[config.mk]
export PLATFORM = sky130hd
export DESIGN_NAME = mult_hilo_ctrl
export DESIGN_NICKNAME = d
export VERILOG_FILES = /design/src/rtl/mult_pkg.sv /design/src/rtl/mult_hilo_ctrl.sv
export SDC_FILE = /design/constraint.sdc
export NUM_CORES = 1
export LEC_CHECK = 0
export CORE_MARGIN = 5
export CORE_UTILIZATION = 39
export DETAILED_ROUTE_END_ITERATION = 6
export PLACE_DENSITY = 0.71
export SLEW_MARGIN = 20
export SYNTH_ARGS = -nofsm -noshare
export SYNTH_HDL_FRONTEND = slang
export SYNTH_SLANG_ARGS = --single-unit
export TNS_END_PERCENT = 10
[constraint.sdc]
create_clock -name Clk -period 3.7 [get_ports Clk]
set_clock_uncertainty 0.1 [all_clocks]
set_input_delay 0.74 -clock Clk [delete_from_list [all_inputs] [get_ports Clk]]
set_output_delay 0.74 -clock Clk [all_outputs]
set_load 0.02 [all_outputs]
[src/rtl/mult_pkg.sv]
// Shared constants, state type and operand helpers used by the multiply sequencer
// and by the shift-add multiplier that sits beside it.
package mult_pkg;

    // Operand helpers below are sized by WORD_W, so the sequencer's WIDTH must equal it.
    localparam int WORD_W = 32;

    localparam logic [5:0] MULT_IDLE = 6'd0;
    localparam logic [5:0] MULT_INIT = 6'd1;
    localparam logic [5:0] MULT_WORK = 6'd2;

    typedef enum logic [1:0] {
        S_IDLE = 2'd0,
        S_INIT = 2'd1,
        S_WORK = 2'd2
    } seq_state_t;

    // -0x80000000 wraps to 0x80000000, which is the correct unsigned magnitude.
    function automatic logic [WORD_W-1:0] abs_w(input logic [WORD_W-1:0] value,
                                                input logic              signed_en);
        return (signed_en && value[WORD_W-1]) ? -value : value;
    endfunction

    function automatic logic [2*WORD_W-1:0] neg_2w(input logic [2*WORD_W-1:0] value);
        return -value;
    endfunction

endpackage

[src/rtl/mult_hilo_ctrl.sv]
// MULT/MULTU sequencer: prepares magnitudes for the shift-add multiplier, waits for it,
// sign-corrects the product and owns the HI/LO registers (including MTHI/MTLO writes).
module mult_hilo_ctrl
    import mult_pkg::*;
#(
    parameter int WIDTH = WORD_W
) (
    input  logic               Clk,
    input  logic               reset,
    input  logic               start,
    input  logic               is_signed,
    input  logic [WIDTH-1:0]   rs,
    input  logic [WIDTH-1:0]   rt,
    input  logic               hi_we,
    input  logic               lo_we,
    input  logic [WIDTH-1:0]   wdata,
    input  logic               mult_end,
    input  logic [5:0]         mult_counter,
    input  logic [2*WIDTH-1:0] mult_result,
    output logic [5:0]         mult_state,
    output logic [WIDTH-1:0]   mult_lhs,
    output logic [WIDTH-1:0]   mult_rhs,
    output logic [WIDTH-1:0]   hi,
    output logic [WIDTH-1:0]   lo,
    output logic               busy,
    output logic               done,
    output seq_state_t         fsm_state
);

    // Request handshake: start is a one-cycle request that is accepted only when busy=0
    // (state S_IDLE); busy rises on the following cycle and stays high until the cycle in
    // which done pulses for exactly one cycle. Requests made while busy are dropped.
    localparam logic [5:0] COUNT_DONE = 6'(WIDTH);

    seq_state_t         state;
    logic               neg;
    logic [WIDTH-1:0]   lhs_mag;
    logic [WIDTH-1:0]   rhs_mag;
    logic               start_neg;
    logic               complete;
    logic [2*WIDTH-1:0] product;

    always_comb begin
        lhs_mag   = abs_w(rs, is_signed);
        rhs_mag   = abs_w(rt, is_signed);
        start_neg = is_signed & (rs[WIDTH-1] ^ rt[WIDTH-1]);
        // The end flag is stale-high while idle; only the counter proves a fresh finish.
        complete  = mult_end && (mult_counter == COUNT_DONE);
        product   = neg ? neg_2w(mult_result) : mult_result;
    end

    always_ff @(posedge Clk or negedge reset) begin
        if (!reset) begin
            state      <= S_IDLE;
            mult_state <= MULT_IDLE;
            mult_lhs   <= '0;
            mult_rhs   <= '0;
            neg        <= 1'b0;
            hi         <= '0;
            lo         <= '0;
            busy       <= 1'b0;
            done       <= 1'b0;
        end else begin
            done <= 1'b0;
            case (state)
                S_IDLE: begin
                    if (hi_we) hi <= wdata;
                    if (lo_we) lo <= wdata;
                    if (start) begin
                        mult_lhs   <= lhs_mag;
                        mult_rhs   <= rhs_mag;
                        neg        <= start_neg;
                        state      <= S_INIT;
                        mult_state <= MULT_INIT;
                        busy       <= 1'b1;
                    end
                end
                S_INIT: begin
                    state      <= S_WORK;
                    mult_state <= MULT_WORK;
                end
                S_WORK: begin
                    if (complete) begin
                        {hi, lo}   <= product;
                        done       <= 1'b1;
                        busy       <= 1'b0;
                        state      <= S_IDLE;
                        mult_state <= MULT_IDLE;
                    end
                end
                default: begin
                    state      <= S_IDLE;
                    mult_state <= MULT_IDLE;
                    busy       <= 1'b0;
                end
            endcase
        end
    end

    assign fsm_state = state;

endmodule

Fig. 1: run 1, placed cells, one color a class
Scale: 2 px per um. Fill, decap, tap and diode cells in gray.
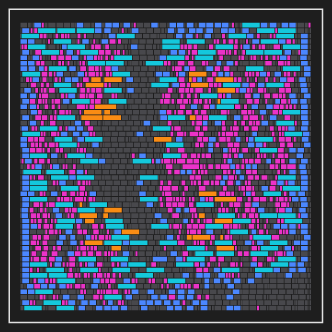
Blue is remaining buffers and delay cells, cells 351, share of their area 28%. Cyan is registers, cells 133, share of their area 28%. Orange is clock drivers and dummy loads, cells 32, share of their area 5.1%. Magenta is remaining logic cells, cells 785, share of their area 39%.

Fig. 2: run 1, M2 wires
Scale: 2 px per um.
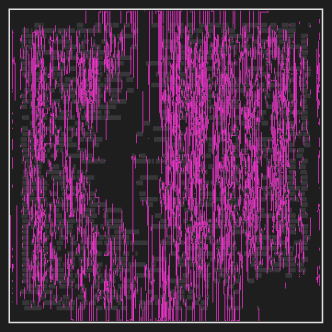
The longest straight run is 57.3 um. The layer carries 14900 um of wire. The layer holds 46% of the routed length.

Fig. 3: run 1, clock wires, drivers and flops
Scale: 4 px per um.
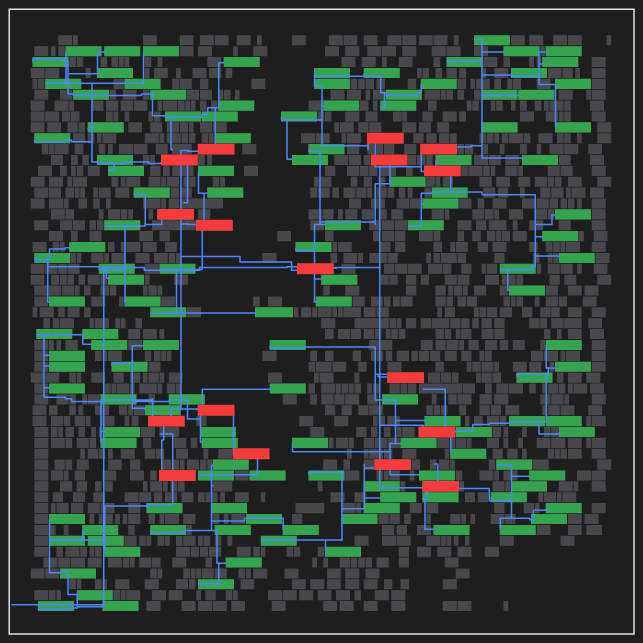
Blue is clock wires, length 2050 um. Red is clock-net drivers, count 17. Green is flip-flops, count 133.
Position of the flops: spread over the die.

Fig. 4: run 1, clock wiring as the flow saved it
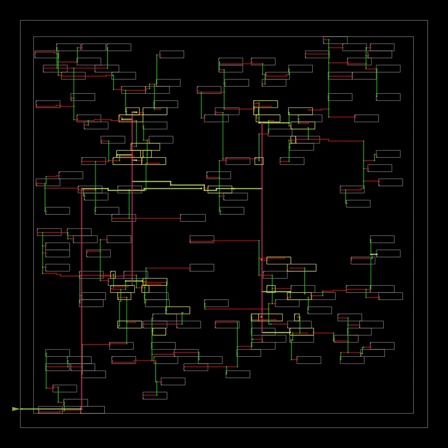
clock buf count: 20
clock latency reported for the late side of the worst-skew pair: 0.41 ns

==> run summary, run 1 <==
status = finished, final reports clean
Tapcell Cnt = 275
synthesis area per yosys = 8290 um^2
Ant. Diodes = 0
async set-or-reset flop fraction in the synthesized netlist = 100%
count of nets left with antenna violations after detail routing = 0
max-cap violation count = 0
clock edge transition at the registers on the reported setup and hold paths = 0.06 ns
Buffers & Inverters on Critical Path = 1
Num Clock Sinks = 133
post-synth top area share = 40.1%
Via-to-Cell Ratio = 5.58
Overall Power = 9.09 mW
flop share of the area = 26.9%
Util after Layout = 59.2%
post-layout instance area = 12400 um^2
Seq cells = 133
count of buffers inserted at the top-level ports = 306
count of endpoints failing hold in the final timing report = 0
proportion of final cell area spent on non-clock buffers = 27.5%
switching share of power = 41.2%
chain of cells forming the critical path = clkdlybuf4s50_1 -> or4_4 -> or4_4 -> nor4b_4 -> nand4_2 -> or3_1 -> o311a_1
Met2 Routed Length = 14900 um
post-synthesis cell count from yosys = 985
layout inverter count without the clock tree = 13
number of instances in the synthesized netlist = 985
number of design rule violations left after detail routing = 0
number of cells on the worst reg-to-reg path = 7
nonclk buf count = 351
fraction of final layout cells sized beyond drive strength 1 = 6.92%
sequential fraction of the synthesis area = 40.1%
area fraction in full adders, half adders and majority gates = 0.453%
required time at the endpoint of the critical path = 3.90 ns
xor and xnor area share after synthesis = 11.2%
unrepaired setup endpoints after global routing = false
Iter 0 DRT Violations = 583
number of max-slew violations in the final report = 0
sequential-cell power consumption = 2.56 mW
==> inputs of run 2 (changes only) <==
CORE_UTILIZATION = 50   (was 39)
CTS_BUF_LIST = sky130_fd_sc_hd__clkbuf_4   (was not set)
GPL_ROUTABILITY_DRIVEN = 0   (was not set)
PLACE_DENSITY = 0.88   (was 0.71)
Fig. 5: run 2, placed cells, one color a class
Scale: 3 px per um. Fill, decap, tap and diode cells in gray.
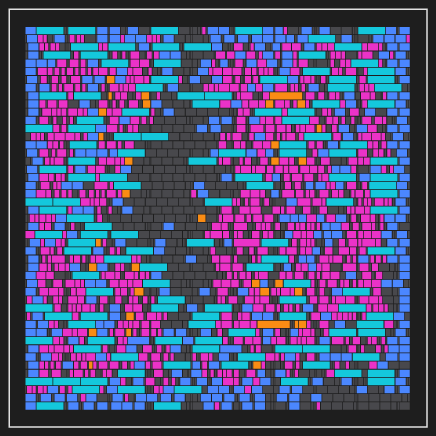
Blue is remaining buffers and delay cells, cells 342, share of their area 29%. Orange is clock drivers and dummy loads, cells 32, share of their area 2.3%. Cyan is registers, cells 133, share of their area 29%. Magenta is remaining logic cells, cells 785, share of their area 40%.

==> run 2 against run 1 <==
Largest power group unchanged. Cell count shrank 4.1%. Hold slack worse by 0.15 ns. First-iteration DRC count increased by 33%. Maximum frequency grew 5.1%. Highest routed layer unchanged. Count of clock-buffer cells in the layout is 3 lower. Worst setup slack better by 0.16 ns. Combinational power hardly changed. Clock power down 46%. Non-clock buffer count shrank 9.
==> run summary, run 2 <==
post-synthesis cell count from yosys = 985 (unchanged)
clock edge transition at the registers on the reported setup and hold paths = 0.12 ns (was 0.06 ns)
chain of cells forming the critical path = clkdlybuf4s50_1 -> or4_4 -> or4_4 -> nor4b_4 -> nand4_2 -> or3_1 -> o311a_1 (unchanged)
sequential-cell power consumption = 2.55 mW (was 2.56 mW)
Overall Power = 8.22 mW (was 9.09 mW)
Seq cells = 133 (unchanged)
number of instances in the synthesized netlist = 985 (unchanged)
required time at the endpoint of the critical path = 4.04 ns (was 3.90 ns)
nonclk buf count = 342 (was 351)
Buffers & Inverters on Critical Path = 1 (unchanged)
Util after Layout = 72.7% (was 59.2%)
clock latency reported for the late side of the worst-skew pair = 0.55 ns (was 0.41 ns)
unrepaired setup endpoints after global routing = false (unchanged)
post-synth top area share = 40.1% (unchanged)
clock buf count = 17 (was 20)
count of nets left with antenna violations after detail routing = 0 (unchanged)
Met2 Routed Length = 14500 um (was 14900 um)
sequential fraction of the synthesis area = 40.1% (unchanged)
switching share of power = 44.0% (was 41.2%)
count of buffers inserted at the top-level ports = 306 (unchanged)
Comb area share = 38.9% (was 37.4%)
synthesis area per yosys = 8290 um^2 (unchanged)
count of endpoints failing hold in the final timing report = 0 (unchanged)
Iter 0 DRT Violations = 773 (was 583)
post-layout instance area = 11900 um^2 (was 12400 um^2)
async set-or-reset flop fraction in the synthesized netlist = 100% (unchanged)
status = finished, final reports clean (unchanged)
layout inverter count without the clock tree = 13 (unchanged)
flop share of the area = 27.9% (was 26.9%)
Via-to-Cell Ratio = 5.90 (was 5.58)
max-cap violation count = 0 (unchanged)
fraction of final layout cells sized beyond drive strength 1 = 6.04% (was 6.92%)
proportion of final cell area spent on non-clock buffers = 28.2% (was 27.5%)
power per cell area = 690 nW/um^2 (was 733 nW/um^2)
number of cells on the worst reg-to-reg path = 7 (unchanged)
area fraction in full adders, half adders and majority gates = 0.453% (unchanged)
==> inputs of run 3 (changes only) <==
CORE_UTILIZATION = 46   (was 50)
PLACE_DENSITY = 0.82   (was 0.88)
clock period = 2.94 ns   (was 3.7 ns; I/O delays follow)
Fig. 6: run 3, clock wiring as the flow saved it
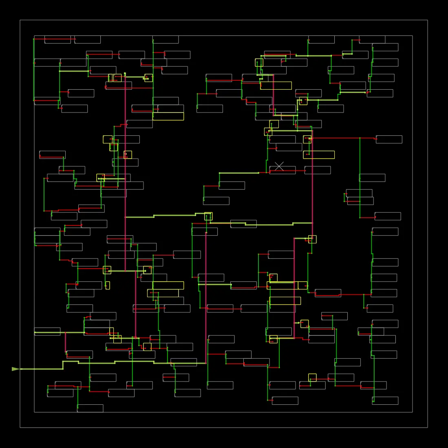
number of buffers created by CTS: 17
clock buf count: 18

==> run 3 against run 2 <==
Critical path type unchanged. Sequential share of layout area fell by 2.2 points. Highest routed layer unchanged. The flow now finishes with violations (design-rule violations). Power grew 35%. Design area up 8.7%.
==> run summary, run 3 <==
switching share of power = 42.3% (was 44.0%)
status = finished with violations (was finished, final reports clean)
Iter 0 DRT Violations = 877 (was 773)
count of buffers inserted at the top-level ports = 306 (unchanged)
sequential fraction of the synthesis area = 40.1% (unchanged)
Seq cells = 133 (unchanged)
Via-to-Cell Ratio = 5.87 (was 5.90)
post-synth top area share = 40.1% (unchanged)
count of nets left with antenna violations after detail routing = 0 (unchanged)
clock latency reported for the late side of the worst-skew pair = 0.58 ns (was 0.55 ns)
xor and xnor area share after synthesis = 11.2% (unchanged)
async set-or-reset flop fraction in the synthesized netlist = 100% (unchanged)
number of max-slew violations in the final report = 0 (unchanged)
synthesis area per yosys = 8290 um^2 (unchanged)
area fraction in full adders, half adders and majority gates = 0.453% (unchanged)
max-cap violation count = 0 (unchanged)
number of design rule violations left after detail routing = 1 (was 0)
violations in the final reports = design-rule violations
clock edge transition at the registers on the reported setup and hold paths = 0.14 ns (was 0.12 ns)
Buffers & Inverters on Critical Path = 1 (unchanged)
power per cell area = 854 nW/um^2 (was 690 nW/um^2)
post-synthesis cell count from yosys = 985 (unchanged)
Tapcell Cnt = 229 (was 220)
Overall Power = 11.1 mW (was 8.22 mW)
number of instances in the synthesized netlist = 985 (unchanged)
fraction of final layout cells sized beyond drive strength 1 = 13.4% (was 6.04%)
chain of cells forming the critical path = clkdlybuf4s50_1 -> or4_4 -> or4_4 -> nor4b_4 -> nand4_2 -> or3_1 -> o311a_1 (unchanged)
flop share of the area = 25.7% (was 27.9%)
Power and IR drop assume default switching activity.
